File: config.mk
export PLATFORM = sky130hd
export DESIGN_NAME = btb_update_ctrl
export DESIGN_NICKNAME = d
export VERILOG_FILES = /design/src/rtl/btb_update_ctrl.sv
export SDC_FILE = /design/constraint.sdc
export NUM_CORES = 1
export LEC_CHECK = 0
export CAP_MARGIN = 5
export CORE_MARGIN = 2
export CORE_UTILIZATION = 25
export DETAILED_ROUTE_END_ITERATION = 10
export RECOVER_POWER = 25
export SYNTH_ARGS = -nofsm -noshare
export SYNTH_HDL_FRONTEND = slang
export SYNTH_SLANG_ARGS = --single-unit
File: constraint.sdc
create_clock -name clk -period 4.8 [get_ports clk]
set_input_delay 0.96 -clock clk [delete_from_list [all_inputs] [get_ports clk]]
set_output_delay 0.96 -clock clk [all_outputs]
set_load 0.01 [all_outputs]
File: src/rtl/btb_update_ctrl.sv
// BTB update controller: buffers resolved branches, drives the global counter and
// fetch redirect, and serialises BTB writes (record drain or full invalidate sweep).
module btb_update_ctrl #(
  parameter int FIFO_DEPTH = 4
) (
  input  logic        clk,
  input  logic        reset,
  input  logic        res_valid,
  input  logic [15:0] res_pc,
  input  logic [15:0] res_target,
  input  logic        res_taken,
  input  logic        res_mispredict,
  output logic        res_ready,
  input  logic        inv_req,
  output logic        inv_busy,
  output logic        btb_we,
  output logic [7:0]  btb_index,
  output logic [7:0]  btb_tag,
  output logic [15:0] btb_target,
  output logic        ctr_update,
  output logic        ctr_taken,
  output logic        redirect,
  output logic [15:0] redirect_pc
);

  localparam int PTR_W = (FIFO_DEPTH > 1) ? $clog2(FIFO_DEPTH) : 1;
  localparam int CNT_W = $clog2(FIFO_DEPTH + 1);

  typedef enum logic [1:0] {IDLE, DRAIN, SWEEP} state_t;

  state_t             state, state_nxt;
  logic [7:0]         sweep_cnt;
  logic               inv_pend, inv_pend_nxt;
  logic [CNT_W-1:0]   count;
  logic [PTR_W-1:0]   wr_ptr, rd_ptr;
  logic               push, pop;

  logic signed [15:0] mem_pc     [FIFO_DEPTH];
  logic signed [15:0] mem_target [FIFO_DEPTH];
  logic               mem_taken  [FIFO_DEPTH];

  function automatic logic [PTR_W-1:0] ptr_inc(input logic [PTR_W-1:0] p);
    return (p == PTR_W'(FIFO_DEPTH - 1)) ? '0 : p + PTR_W'(1);
  endfunction

  function automatic logic [15:0] fallthrough(input logic [15:0] pc);
    return pc + 16'd1;
  endfunction

  // Full is derived from the registered count only, so a same-cycle pop cannot raise ready.
  assign res_ready = (count != CNT_W'(FIFO_DEPTH));
  assign push      = res_valid && res_ready;

  always_comb begin
    state_nxt    = state;
    inv_pend_nxt = inv_pend;
    pop          = 1'b0;
    btb_we       = 1'b0;
    btb_index    = 8'h00;
    btb_tag      = 8'h00;
    btb_target   = 16'h0000;
    inv_busy     = 1'b0;
    case (state)
      IDLE: begin
        if (inv_req || inv_pend) begin
          state_nxt    = SWEEP;
          inv_pend_nxt = 1'b0;
        end else if (count != '0) begin
          state_nxt = DRAIN;
        end
      end
      DRAIN: begin
        pop        = 1'b1;
        btb_we     = 1'b1;
        btb_index  = mem_pc[rd_ptr][7:0];
        btb_tag    = mem_pc[rd_ptr][15:8];
        btb_target = mem_taken[rd_ptr] ? mem_target[rd_ptr] : 16'hFFFF;
        if (inv_req) inv_pend_nxt = 1'b1;
        if (count == CNT_W'(1) && !push) state_nxt = IDLE;
      end
      SWEEP: begin
        btb_we     = 1'b1;
        btb_index  = sweep_cnt;
        btb_tag    = 8'h00;
        btb_target = 16'hFFFF;
        inv_busy   = 1'b1;
        if (sweep_cnt == 8'hFF) state_nxt = IDLE;
      end
      default: state_nxt = IDLE;
    endcase
  end

  // Stage p0 -> p1: control state, FIFO bookkeeping, counter/redirect strobes
  always_ff @(posedge clk or posedge reset) begin
    if (reset) begin
      state       <= IDLE;
      sweep_cnt   <= 8'h00;
      inv_pend    <= 1'b0;
      count       <= '0;
      wr_ptr      <= '0;
      rd_ptr      <= '0;
      ctr_update  <= 1'b0;
      ctr_taken   <= 1'b0;
      redirect    <= 1'b0;
      redirect_pc <= 16'h0000;
    end else begin
      state      <= state_nxt;
      inv_pend   <= inv_pend_nxt;
      sweep_cnt  <= (state == SWEEP) ? sweep_cnt + 8'd1 : 8'h00;
      if (push) wr_ptr <= ptr_inc(wr_ptr);
      if (pop)  rd_ptr <= ptr_inc(rd_ptr);
      case ({push, pop})
        2'b10:   count <= count + CNT_W'(1);
        2'b01:   count <= count - CNT_W'(1);
        default: count <= count;
      endcase
      ctr_update <= push;
      ctr_taken  <= push && res_taken;
      redirect   <= push && res_mispredict;
      if (push && res_mispredict)
        redirect_pc <= res_taken ? res_target : fallthrough(res_pc);
    end
  end

  always_ff @(posedge clk) begin
    if (push) begin
      mem_pc[wr_ptr]     <= res_pc;
      mem_target[wr_ptr] <= res_target;
      mem_taken[wr_ptr]  <= res_taken;
    end
  end

endmodule

==> results.txt <==
Numbers from the implementation run.

At the end of the flow the core is filled with cells to 0.320. The sum of internal, switching and leakage power is 5.10 mW. The detailed router reports a met2 wire length of 8470 um. At the placement stage, the worst setup path has a slack of 1330 ps. After clock tree synthesis, the repair step resized 0 gates. The total negative slack is 0 ps. The leftover overflow at the end of global routing is 0. According to the report, the first pass of detailed routing completed in 4 iterations. Following the worst setup path forward leads to its endpoint at btb_target[0].

Of the available clock period, the critical path in the final layout requires 0.800. The post-synthesis net count is 522. The category of the worst setup path capture point is an output port.

The number of stages on the worst hold path is 1. The clock passes through at most 2 buffers. Detailed-route iteration 0 reported a violation count of 267. The remaining antenna violation count after routing is 0. The warning total across the stage logs is 34. The largest family of logic cells by area is multiplexers. The final cell count without fillers is 965. The worst hold slack across all endpoints is 498 ps. The share of synthesized area in the top cell type comes to 0.543. The number of library cell types mapped by synthesis is 41. The number of port buffers is 91. According to the floorplan report, the die height is 175 um.

The post-synth count of flops with an enable pin is 132. During I/O placement, the number of pins put on the boundary was 92. The run finished, with violations left. The leakage component of the power was reported as 3.16 nW. The max-slew violation total from the final report is 38.

The share of the synthesized netlist area taken by xor and xnor gates is 0.0168. The filler cells instantiated in the layout total 2856. Looking at the cell usage after synthesis, the top flip-flop cell is edfxtp_1. The most critical min-delay path falls under register to register.

The total of hold buffers inserted after clock tree synthesis is 0. The worst setup slack for register-to-register paths is 2100 ps. The average vias per placed instance is 4.42. The initial antenna violation count came to 0. According to the finish report, the design has a final net count of 622.

The worst setup path is launched from a register. Max fanout on the critical path was recorded as 20. Per the power-grid run, VDD falls by no more than 0.406 mV. Measured against the total synthesized area, the mux share comes to 0.118. The total track usage is 0.119. The first global-routing pass estimated 26800 um of wire.

For the worst reg-to-reg path, the endpoint reported by OpenROAD is mem_target[2][11]$_DFFE_PP_. In the final report, the number of endpoints failing setup comes to 0. The die footprint is 30600 sq um. The sink of the worst hold path is sweep_cnt[0]$_DFF_PP0_. The cell depth of the worst flop-to-flop path is 7. The area growth from synthesis to layout is 26.1%. Of the cells placed in the final design, the portion with a size suffix greater than 1 is 0.126. In the detailed route, the total length drawn on met3 is 743 um. The source-to-sink clock delay at the later pin of the worst-skew pair is 420 ps. The final reports fail on capacitance limit, slew limit. The synthesized netlist was found by Yosys to have 469 cells.

The number of H-tree levels is 4. The site row count is 62. For this block, the routed nets add up to 17500 um of wire.

The sequential area share after synthesis is 0.670. The average cell area after synthesis is 15.6 sq um. The number of global-route vias before repair came to 4398. At the pin with the least slew margin, the transition time is 2200 ps. After synthesis, the cell types taking the most area are edfxtp_1 (54%), dfrtp_1 (13%), mux4_2 (8.6%). In the layout the commonest cells are edfxtp_1 (132), clkdlybuf4s50_1 (68), nor2_1 (44).

The congestion estimate from routability-driven global placement came to 0.772. The number of remaining DRC errors is 0. At the worst endpoint, the arrival time is 2880 ps.

Post-synthesis, Yosys gives the total cell area as 7290 sq um. The number of instances in the synthesized netlist is 469. The origin of the critical flop-to-flop path is count[0]$_DFFE_PP0P_. The Yosys step of the flow raised 0 warnings. In this run the clock root is driven by a clkbuf_16. The cell count after placement is 934. Per the cell usage report, the commonest logic cell in the layout is edfxtp_1. The pin count of the biggest net entering global routing is 38.

The aoi/oai-family share of the synthesized area is 0.0396. The final timing report lists clock skew as 6.92 ps. The total setup buffers inserted after CTS is 0. The number of antenna repair diodes is 0. The post-CTS clock slew at the launch and capture registers of the worst setup and hold paths is 60 ps. The placed wire-length estimate after detailed placement is 12200 um.

Total power normalized to cell area comes to 555 nW/um^2. The worst hold path startpoint is sweep_cnt[0]$_DFF_PP0_. The area of the mapped netlist is 7290 sq um.

Per the timing report, the achievable frequency comes out to 0.261 GHz. The via count of the routed design is 4265. By startpoint and endpoint, the worst setup path is classified as register to output port. The cell-mix breakdown from Yosys lists the adder-cell area share as 0.0257.

The simple-gate portion of the synthesized area is 0.0986. The mean routed wirelength per cell is 18.1 um. The post-layout minimum cycle time is 3840 ps. The core region is 28700 sq um. The floorplan step set the die width to 175 um. Setup repair after global routing left no endpoint under its margin. Detailed placement reports a standard cell area of 8640 sq um. The post-route met1 wirelength is 7990 um.

The worst pin sits at a relative slew slack of -0.464. The number of hold violations in the final report is 0. For this design, the sink count on the clock tree is 169. The worst path meets setup with 962 ps of slack. OpenSTA lists the critical path startpoint as state[0]$_DFFE_PP0P_. The share of async-settable or async-resettable flops after synthesis is 0.219. TritonCTS built the clock tree.

Buffers inserted during clock tree synthesis total 17. The number of synthesized register bits is 169. The max-capacitance violation count is 1. At the worst endpoint, the required time is 3840 ps. The uppermost metal layer occupied by signal nets is met4. The post-route cell area is 9190 sq um. The cell type with the highest aggregate area in the netlist is edfxtp_1. The starting density of the core is 0.254.
[flip-flops by register name (all words and copies together), names as in the netlist]
signal and cells:
count 3, ctr_taken 1, ctr_update 1, inv_pend 1, mem_pc 64, mem_taken 4, mem_target 64, rd_ptr 2
redirect 1, redirect_pc 16, state 2, sweep_cnt 8, wr_ptr 2
[synth_stat cells (5+ instances only)]
cell type and number:
nand2_1 28, mux2i_1 5, and2_1 17, clkbuf_1 9, inv_1 15, nor2_1 44
nor4_1 8, nor2b_1 9, edfxtp_1 132, mux4_2 28, dfrtp_1 37, o21ai_0 21
nand3_1 20, nand4_1 6, mux4_1 5, a22oi_1 8, ha_1 15, xnor2_1 12
[power by group]
group / internal [mW] / switching [mW] / leakage (nW)
clock: 0.759 / 0.532 / 0.275
sequential: 1.92 / 0.137 / 1.68
combinational: 0.845 / 0.903 / 1.21
[critical path, stage by stage (launching register included)]
cell             delay (ps)
dfrtp_1                 380
inv_1                   100
ha_1                    150
buf_4                   210
nand2b_1                780
nor2_1                  160
nor2_1                  130
clkdlybuf4s50_1         540
[routing by layer]
| metal | vias to the layer above | GRT usage |
|---|---|---|
| met5 | - | 0 |
| met4 | 0 | 0.0424 |
| met3 | 19 | 0.0263 |
| met2 | 105 | 0.190 |
| met1 | 2167 | 0.159 |
| li1 | 1974 | - |
[cell type report]
type                    instances  area [sq um]  area share
clock buffers                  18           429      0.0467
clock inverters                13           130      0.0142
inverters                      15          56.3     0.00612
multi-input cells             263          2180       0.237
flip-flops and latches        169          4890       0.532
well taps                     384           480      0.0523
repair buffers                103          1030       0.112
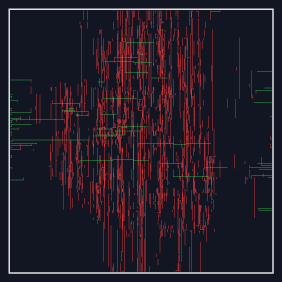
**Above:** metal layers overlaid.
Scale: 1.5 px per um. Only two layers are drawn.
[red] M2 | wire length: 8470 um
[green] M3 | wire length: 743 um

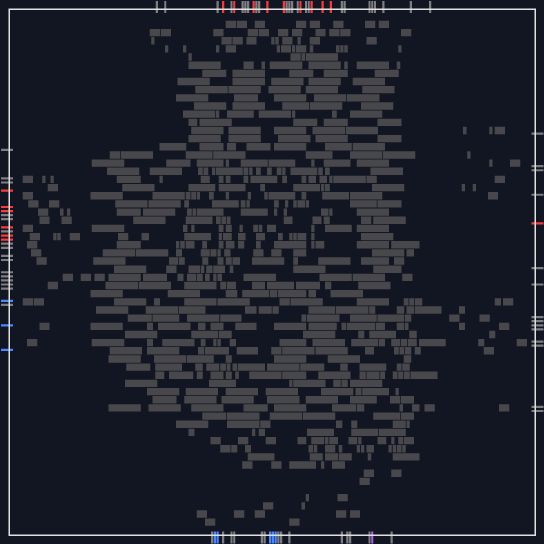
**Above:** pin placement.
Scale: 3 px per um. Pins as bars across the die edge, other pins in gray.
[blue] btb_tag | pins: 8 | direction: output | edge: 5 south, 3 west
[red] redirect_pc | pins: 16 | direction: output | edge: 9 north, 6 west, 1 east
[purple] res_valid | pins: 1 | direction: input | edge: south
all pins by edge: 32 north, 25 west, 20 south, 15 east

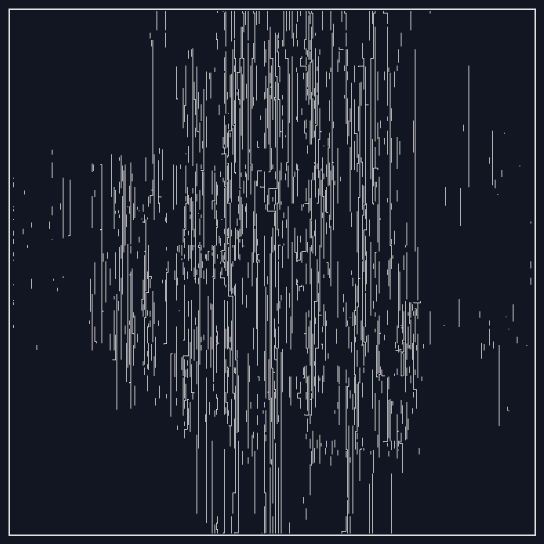
**Above:** signal wires on met2.
Scale: 3 px per um.
main direction: vertical
wire length on this layer: 8470 um
longest straight run: 67.3 um

Power and IR drop assume default switching activity.
